[config.mk]
export PLATFORM = sky130hd
export DESIGN_NAME = float_to_int_pipe
export DESIGN_NICKNAME = d
export VERILOG_FILES = /design/src/rtl/float_to_int_pipe.sv
export SDC_FILE = /design/constraint.sdc
export NUM_CORES = 1
export LEC_CHECK = 0
export ABC_AREA = 1
export CAP_MARGIN = 20
export CORE_MARGIN = 4
export CORE_UTILIZATION = 58
export DETAILED_ROUTE_END_ITERATION = 6
export GPL_ROUTABILITY_DRIVEN = 0
export PLACE_DENSITY = 0.81
export SLEW_MARGIN = 40
export SYNTH_ARGS = -nofsm -noshare
export SYNTH_HDL_FRONTEND = slang
export SYNTH_SLANG_ARGS = --single-unit
[constraint.sdc]
create_clock -name clk -period 3.1 [get_ports clk]
set_input_delay 0.62 -clock clk [delete_from_list [all_inputs] [get_ports clk]]
set_output_delay 0.62 -clock clk [all_outputs]
set_load 0.05 [all_outputs]
[src/rtl/float_to_int_pipe.sv]
// Three-stage float to signed integer converter with valid/ready handshake.
// S1 unpacks and classifies the float and aligns the significand into an
// INT_W+2 bit window {integer, guard, sticky}; S2 right-shifts that window
// with sticky jamming; S3 rounds, negates, saturates and produces the flags.
// All stages advance together whenever the output register can accept data.
module float_to_int_pipe #(
    parameter int EXP_W = 8,
    parameter int MAN_W = 23,
    parameter int INT_W = 32
) (
    input  logic                   clk,
    input  logic                   reset,
    input  logic                   in_valid,
    output logic                   in_ready,
    input  logic [EXP_W+MAN_W:0]   in_data,
    input  logic                   in_rnd,
    output logic                   out_valid,
    input  logic                   out_ready,
    output logic [INT_W-1:0]       out_int,
    output logic                   out_ovf,
    output logic                   out_inexact,
    output logic                   out_invalid
);

    // Window: [W-1:2] integer bits, [1] guard, [0] sticky.
    localparam int W    = INT_W + 2;
    localparam int SH_W = $clog2(INT_W);
    localparam int BIAS = 2 ** (EXP_W - 1) - 1;

    localparam logic [INT_W-1:0] INT_MAX = {1'b0, {(INT_W-1){1'b1}}};
    localparam logic [INT_W-1:0] INT_MIN = {1'b1, {(INT_W-1){1'b0}}};

    logic enable;

    // ---------------- Stage 1: unpack / classify / unbias ----------------
    logic                        in_sign;
    logic [EXP_W-1:0]            in_exp;
    logic [MAN_W-1:0]            in_man;
    logic signed [EXP_W+1:0]     e_unb;
    logic [MAN_W+INT_W-1:0]      man_ext;
    logic [W-1:0]                a_norm;
    logic [W-1:0]                s1_a_next;
    logic [SH_W-1:0]             s1_sh_next;
    logic                        s1_fovf_next;
    logic                        s1_nan_next;

    logic                        s1_valid_reg;
    logic                        s1_sign_reg;
    logic                        s1_rnd_reg;
    logic [W-1:0]                s1_a_reg;
    logic [SH_W-1:0]             s1_sh_reg;
    logic                        s1_fovf_reg;
    logic                        s1_nan_reg;

    assign in_sign = in_data[EXP_W+MAN_W];
    assign in_exp  = in_data[MAN_W +: EXP_W];
    assign in_man  = in_data[MAN_W-1:0];
    assign e_unb   = $signed({2'b00, in_exp}) - $signed((EXP_W+2)'(BIAS));

    // Significand with the hidden 1 placed at weight 2^(INT_W-1); mantissa
    // bits that do not fit in the window collapse into the sticky bit.
    assign man_ext = {in_man, {INT_W{1'b0}}};
    assign a_norm  = {1'b1, man_ext[MAN_W+INT_W-1 -: INT_W], |man_ext[MAN_W-1:0]};

    // Classification; magnitudes below one reuse the shifter with shift 0,
    // and overflow is decided from the exponent so the window never grows.
    always_comb begin
        s1_a_next    = a_norm;
        s1_sh_next   = SH_W'(INT_W - 1) - e_unb[SH_W-1:0];
        s1_fovf_next = 1'b0;
        s1_nan_next  = 1'b0;
        if (in_exp == '1) begin
            s1_a_next    = '0;
            s1_sh_next   = '0;
            s1_nan_next  = (in_man != '0);
            s1_fovf_next = (in_man == '0);
        end else if (in_exp == '0) begin
            s1_a_next  = W'({1'b0, in_man != '0});
            s1_sh_next = '0;
        end else if (e_unb[EXP_W+1]) begin
            s1_a_next  = (e_unb == '1) ? W'({1'b1, in_man != '0}) : W'(2'b01);
            s1_sh_next = '0;
        end else if (e_unb >= $signed((EXP_W+2)'(INT_W))) begin
            s1_a_next    = '0;
            s1_sh_next   = '0;
            s1_fovf_next = 1'b1;
        end
    end

    // ---------------- Stage 2: barrel shift with sticky -----------------
    logic [W-1:0] s2_r_next;

    logic         s2_valid_reg;
    logic         s2_sign_reg;
    logic         s2_rnd_reg;
    logic [W-1:0] s2_r_reg;
    logic         s2_fovf_reg;
    logic         s2_nan_reg;

    // Logarithmic right shifter; every bit shifted out is ORed into bit 0.
    always_comb begin
        s2_r_next = s1_a_reg;
        for (int k = 0; k < SH_W; k++) begin
            if (s1_sh_reg[k]) begin
                s2_r_next = (s2_r_next >> (1 << k))
                          | W'(|(s2_r_next & ((W'(1) << (1 << k)) - W'(1))));
            end
        end
    end

    // ---------------- Stage 3: round / negate / saturate ----------------
    logic [INT_W-1:0] mag;
    logic             guard_bit;
    logic             sticky_bit;
    logic             round_inc;
    logic [INT_W:0]   mag_r;
    logic             pos_ovf;
    logic             neg_ovf;
    logic             ovf_any;
    logic [INT_W-1:0] signed_val;
    logic [INT_W-1:0] out_int_next;
    logic             out_ovf_next;
    logic             out_inexact_next;
    logic             out_invalid_next;

    logic             out_valid_reg;
    logic [INT_W-1:0] out_int_reg;
    logic             out_ovf_reg;
    logic             out_inexact_reg;
    logic             out_invalid_reg;

    // Round-to-nearest-even increment, then range check on the signed value.
    always_comb begin
        mag              = s2_r_reg[W-1:2];
        guard_bit        = s2_r_reg[1];
        sticky_bit       = s2_r_reg[0];
        round_inc        = s2_rnd_reg & guard_bit & (sticky_bit | mag[0]);
        mag_r            = {1'b0, mag} + {{INT_W{1'b0}}, round_inc};
        pos_ovf          = mag_r[INT_W] | mag_r[INT_W-1];
        neg_ovf          = mag_r[INT_W] | (mag_r[INT_W-1] & (|mag_r[INT_W-2:0]));
        ovf_any          = s2_fovf_reg | s2_nan_reg | (s2_sign_reg ? neg_ovf : pos_ovf);
        signed_val       = s2_sign_reg ? (INT_W'(0) - mag_r[INT_W-1:0]) : mag_r[INT_W-1:0];
        out_int_next     = signed_val;
        if (s2_nan_reg) begin
            out_int_next = INT_MAX;
        end else if (ovf_any) begin
            out_int_next = s2_sign_reg ? INT_MIN : INT_MAX;
        end
        out_ovf_next     = ovf_any;
        out_inexact_next = (guard_bit | sticky_bit) & ~ovf_any;
        out_invalid_next = s2_nan_reg;
    end

    assign enable   = ~out_valid_reg | out_ready;
    assign in_ready = enable;

    // Pipeline registers: reset clears everything, otherwise all stages
    // (including bubbles) advance together on enable.
    always_ff @(posedge clk) begin
        if (reset) begin
            s1_valid_reg    <= 1'b0;
            s1_sign_reg     <= 1'b0;
            s1_rnd_reg      <= 1'b0;
            s1_a_reg        <= '0;
            s1_sh_reg       <= '0;
            s1_fovf_reg     <= 1'b0;
            s1_nan_reg      <= 1'b0;
            s2_valid_reg    <= 1'b0;
            s2_sign_reg     <= 1'b0;
            s2_rnd_reg      <= 1'b0;
            s2_r_reg        <= '0;
            s2_fovf_reg     <= 1'b0;
            s2_nan_reg      <= 1'b0;
            out_valid_reg   <= 1'b0;
            out_int_reg     <= '0;
            out_ovf_reg     <= 1'b0;
            out_inexact_reg <= 1'b0;
            out_invalid_reg <= 1'b0;
        end else if (enable) begin
            s1_valid_reg  <= in_valid;
            s1_sign_reg   <= in_sign;
            s1_rnd_reg    <= in_rnd;
            s1_a_reg      <= s1_a_next;
            s1_sh_reg     <= s1_sh_next;
            s1_fovf_reg   <= s1_fovf_next;
            s1_nan_reg    <= s1_nan_next;
            s2_valid_reg  <= s1_valid_reg;
            s2_sign_reg   <= s1_sign_reg;
            s2_rnd_reg    <= s1_rnd_reg;
            s2_r_reg      <= s2_r_next;
            s2_fovf_reg   <= s1_fovf_reg;
            s2_nan_reg    <= s1_nan_reg;
            out_valid_reg <= s2_valid_reg;
            if (s2_valid_reg) begin
                out_int_reg     <= out_int_next;
                out_ovf_reg     <= out_ovf_next;
                out_inexact_reg <= out_inexact_next;
                out_invalid_reg <= out_invalid_next;
            end
        end
    end

    assign out_valid   = out_valid_reg;
    assign out_int     = out_int_reg;
    assign out_ovf     = out_ovf_reg;
    assign out_inexact = out_inexact_reg;
    assign out_invalid = out_invalid_reg;

endmodule

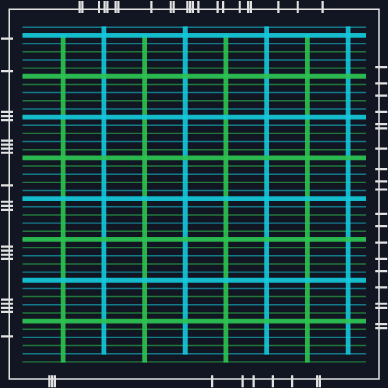
Fig. 1. Supply network (run 1).
(3 px per um) Pins as bars on the die edge.
- cyan: VDD
- green: VSS
- met5 straps: 8
- signal pins: 74
- rows: 41
- met4 straps: 8

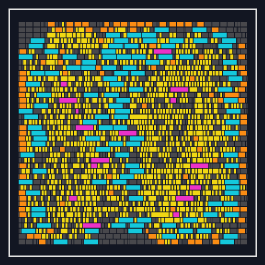
Fig. 2. Cell classes on the final placement (run 1).
(2 px per um) Fill, decap, tap and diode cells in grey.
- yellow: all other logic (cells 1,122; share of their area 60%)
- cyan: flip-flops (cells 111; share of their area 26%)
- orange: other buffers and delay cells (cells 100; share of their area 11%)
- magenta: clock drivers and dummy loads (cells 16; share of their area 3.4%)

==> impl_metrics.tcl, run 1 <==
# collected from the flow reports
set metrics [dict create \
    synth_area_per_cell_um2 5.89 \
    hold-path-endpoint "s1_a_reg[30]$_SDFFE_PP0N_" \
    clock_latency_ns 0.36 \
    inv_count 118 \
    tapCellCount 172 \
    final_util 0.695 \
    place_area_mm2 0.00850 \
    drive_above_1_share 0.0697 \
    async_flop_share 0 \
    cp_common_cell "nand2_2" \
    enable_flop_cells 0 \
    fillCellCount 1184 \
    cts_buffer_depth 2 \
    r2r-end "out_int[1]$_SDFFE_PP0P_" \
    seq-cell-share 0.251 \
    power_frac_comb 0.210 \
    cp_slowest_cell "dfxtp_2" \
    power.group.top "sequential cells" \
    max_stage_delay_ns 0.33 \
    die_area_mm2 0.0151 \
    worstMarginPinSlew_ns 0.745 \
    syn_inst 1296 \
    dpl.hpwl_mm 15.3 \
    finalSetupTns_ns 0 \
    finalCritPeriodShare 0.943 \
    whs_path_depth 2 \
    n_all_buffers 100 \
    cp_top_family "simple AND/OR/NAND/NOR gates" \
    clkTransAtPathRegs_ns 0.08 \
    flops 111 \
    layout.cells.most_common "nand2_1" \
    path_depth 21 \
    common_cells "nand2_1, nor2_1, dfxtp_1, inv_1, o21ai_0" \
    final_cell_mix "nand2_1, nor2_1, dfxtp_1" \
    post_cts_resized 0 \
    die.size.y_um 123 \
    worstHoldStart "s1_a_reg[30]$_SDFFE_PP0N_" \
    worst-r2r-cell-count 21 \
    p_comb_w 0.000715 \
    cap_violations 0 \
    yosys_warnings 0 \
    numCtsBuffers 9 \
    vias 8301 \
    seqCellArea_mm2 0.00222 \
    syn_to_final_growth_pct 16.3 \
    root_buffer "clkbuf_16" \
    top_area_cell "dfxtp_1" \
    track_usage 0.271 \
    cp_data_arrival_time_ns 3.18 \
    drc 0 \
    largest_cell_class "multi-input combinational cells" \
    logic_gate_count 1004 \
    crit_end "out_int[1]$_SDFFE_PP0P_" \
    finalClockSkew_ns 0.0143 \
    top_cell_area_share 0.291 \
    first_pass_iters 5 \
    cp_cell_sequence "o211a_1 > ha_4 > ha_4 > nand2_2 > nor2_4 > buf_4 > nand3b_1 > nand2_1 > nor2_2 > nand2_1 > nor2_4 > nand3_2 > nor2_4 > nand3_2 > nand2_2 > nand2_4 > nand2_2 > nand2_2 > buf_12 > o21ai_1 > inv_1" \
    synth-main-ff-cell "dfxtp_1" \
    fin_cells 1521 \
    overflow 0 \
    intPower_w 0.00230 \
    worstSetupStartpointType "register" \
    clock_area_frac 0.0330 \
    ant_nets 0 \
    syn_nets 1339 \
    seqPwrFrac 0.450 \
    hold_path.class "reg -> reg" \
    core_mm2 0.0128 \
    routedWlPerCell_um 13.3 \
    crit_path_end_kind "register" \
    fmax_ghz 0.342 \
    outcome "finished clean" \
    place_inst 1500 \
    r2r_slack_ns 0.18 \
    die_x_um 123 \
    period_needed_ns 2.92 \
    crit_required_ns 3.36 \
    pg_clk_w 0.00116 \
    yosys-stat-cells 1296 \
    finalPower_w 0.00340 \
    buf_share 0.106 \
    p_sw_w 0.00110 \
    slew_headroom 0.500 \
    tritoncts "built" \
    hold_buffers 0 \
    nets 1387 \
    yosys-top-cells-area "dfxtp_1, nand2_1, nor2_1" \
    totalWireLength_mm 20.2 \
]
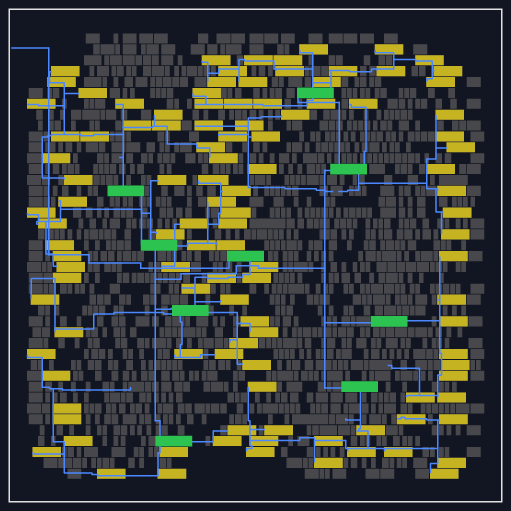
Fig. 3. Routed clock nets over the placement (run 1).
(4 px per um)
- yellow: flip-flops (count 111)
- blue: clock wires (length 1,400 um)
- green: cells driving clock nets (count 9)
- flops lie: spread over the die

[run 1: kinds of logic (layout without fill, tap and decap cells)]
group / after synthesis / in the layout / share of synthesized area
compound gates: 220 / 220 / 0.155
xor+xnor: 29 / 29 / 0.0333
fa+ha+maj: 6 / 6 / 0.00983
buf+inv: 181 / 234 / 0.0921
flops: 111 / 111 / 0.291
mux: 6 / 6 / 0.00787
simple gates: 743 / 743 / 0.411
[run 1: metal layers]
layer | share of wire | vias to the layer above | wire length (um) | track usage
met2 | 0.49 | 252 | 9840 | 0.482
met4 | 0.042 | 0 | 858 | 0.141
met5 | 0 | - | 0 | 0
met3 | 0.044 | 63 | 885 | 0.0327
met1 | 0.43 | 3725 | 8650 | 0.318
li1 | - | 4261 | - | -
Fig. 4: run 1, placed standard cells
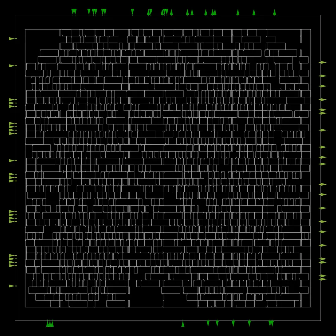

==> run 2: changes to the inputs <==
Settings changed: CAP_MARGIN 20 to not set, CORE_UTILIZATION 58 to 23, PLACE_DENSITY 0.81 to not set.
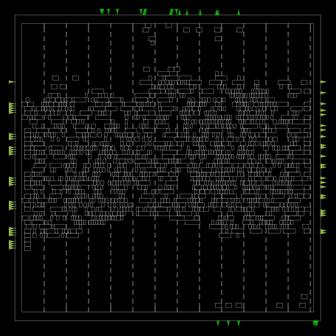
Fig. 5. Placed standard cells (run 2).
row count: 66
total core area: 0.0326 mm^2

==> run 2 against run 1 <==
Effect of this change:
- clock-buffer cell count stayed put
- sequential share of layout area is 1.2 points lower
- die size is 140% higher
- wire length is 11% higher
- synthesized area stayed put
- clock skew is 0.0043 ns lower
- via count is 3.7% lower
- fmax is 0.67% lower
- power is 1.9% higher
- global-route usage is 15 points lower
- hold slack better by 0.0099 ns
- critical path type unchanged
- largest power group unchanged
==> impl_metrics.tcl, run 2 <==
# collected from the flow reports
set metrics [dict create \
    fmax_ghz 0.340 \
    top_cell_area_share 0.291 \
    top_area_cell "dfxtp_1" \
    inv_count 118 \
    finalSetupTns_ns 0 \
    wl_met1_mm 11.4 \
    ant_nets 0 \
    seqCellArea_mm2 0.00223 \
    cp_top_family "simple AND/OR/NAND/NOR gates" \
    vias 7997 \
    cp_cell_sequence "o211a_1 > ha_4 > ha_4 > nand2_2 > nor2_4 > nand2_2 > nand2_1 > nand2_2 > nor2_2 > nand2_1 > nor2_4 > nand3_4 > nor2_4 > nand3_2 > nand2_2 > nand2_4 > nand2_2 > nand2_4 > clkbuf_16 > o21ai_1 > inv_1" \
    final_cell_mix "nand2_1, nor2_1, dfxtp_1" \
    n_all_buffers 99 \
    largest_cell_class "multi-input combinational cells" \
    drc 0 \
    adder_share 0.00983 \
    pg_clk_w 0.00120 \
    hold_buffers 0 \
    flops 111 \
    outcome "finished clean" \
    cap_violations 0 \
    clock_latency_ns 0.37 \
    worstHoldStart "s1_a_reg[30]$_SDFFE_PP0N_" \
    async_flop_share 0 \
    yosys_warnings 0 \
    crit_path_end_kind "register" \
    place_inst 1768 \
    yosys-stat-cells 1296 \
    totalWireLength_mm 22.4 \
    finalPower_w 0.00347 \
    cp_common_cell "nand2_2" \
    layout.cells.most_common "nand2_1" \
    buf_share 0.102 \
    hold-path-endpoint "s1_a_reg[30]$_SDFFE_PP0N_" \
    enable_flop_cells 0 \
    nets 1386 \
    r2r_slack_ns 0.16 \
    finalCritPeriodShare 0.949 \
    intPower_w 0.00232 \
    routedWlPerCell_um 12.5 \
    hold_path.class "reg -> reg" \
    die_area_mm2 0.0362 \
    logic_gate_count 1004 \
    top_layer "met4" \
    grtUsageMet3 0.0189 \
    syn_nets 1339 \
    met3WireLength_mm 1.01 \
    worst-r2r-cell-count 21 \
]
[run 2: cell counts after synthesis]
Identical to the previous run, type by type.
[run 2: worst register-to-register path, cell delays in order, from the launching register on]
cell	delay [ns]
dfxtp_4	0.38
o211a_1	0.19
ha_4	0.16
ha_4	0.14
nand2_2	0.07
nor2_4	0.23
nand2_2	0.12
nand2_1	0.09
nand2_2	0.08
nor2_2	0.13
nand2_1	0.10
nor2_4	0.15
nand3_4	0.10
nor2_4	0.12
nand3_2	0.07
nand2_2	0.08
nand2_4	0.09
nand2_2	0.09
nand2_4	0.10
clkbuf_16	0.19
o21ai_1	0.12
inv_1	0.04
[run 2: what timing repair did]
item,CTS,global route
setup buffers,0,5
cloned,0,1
pin swaps,0,9
gates resized,3,35
endpoints found under the hold margin,0,0
endpoints found under the setup margin,24,60
Power is estimated from default activity; no workload was simulated.
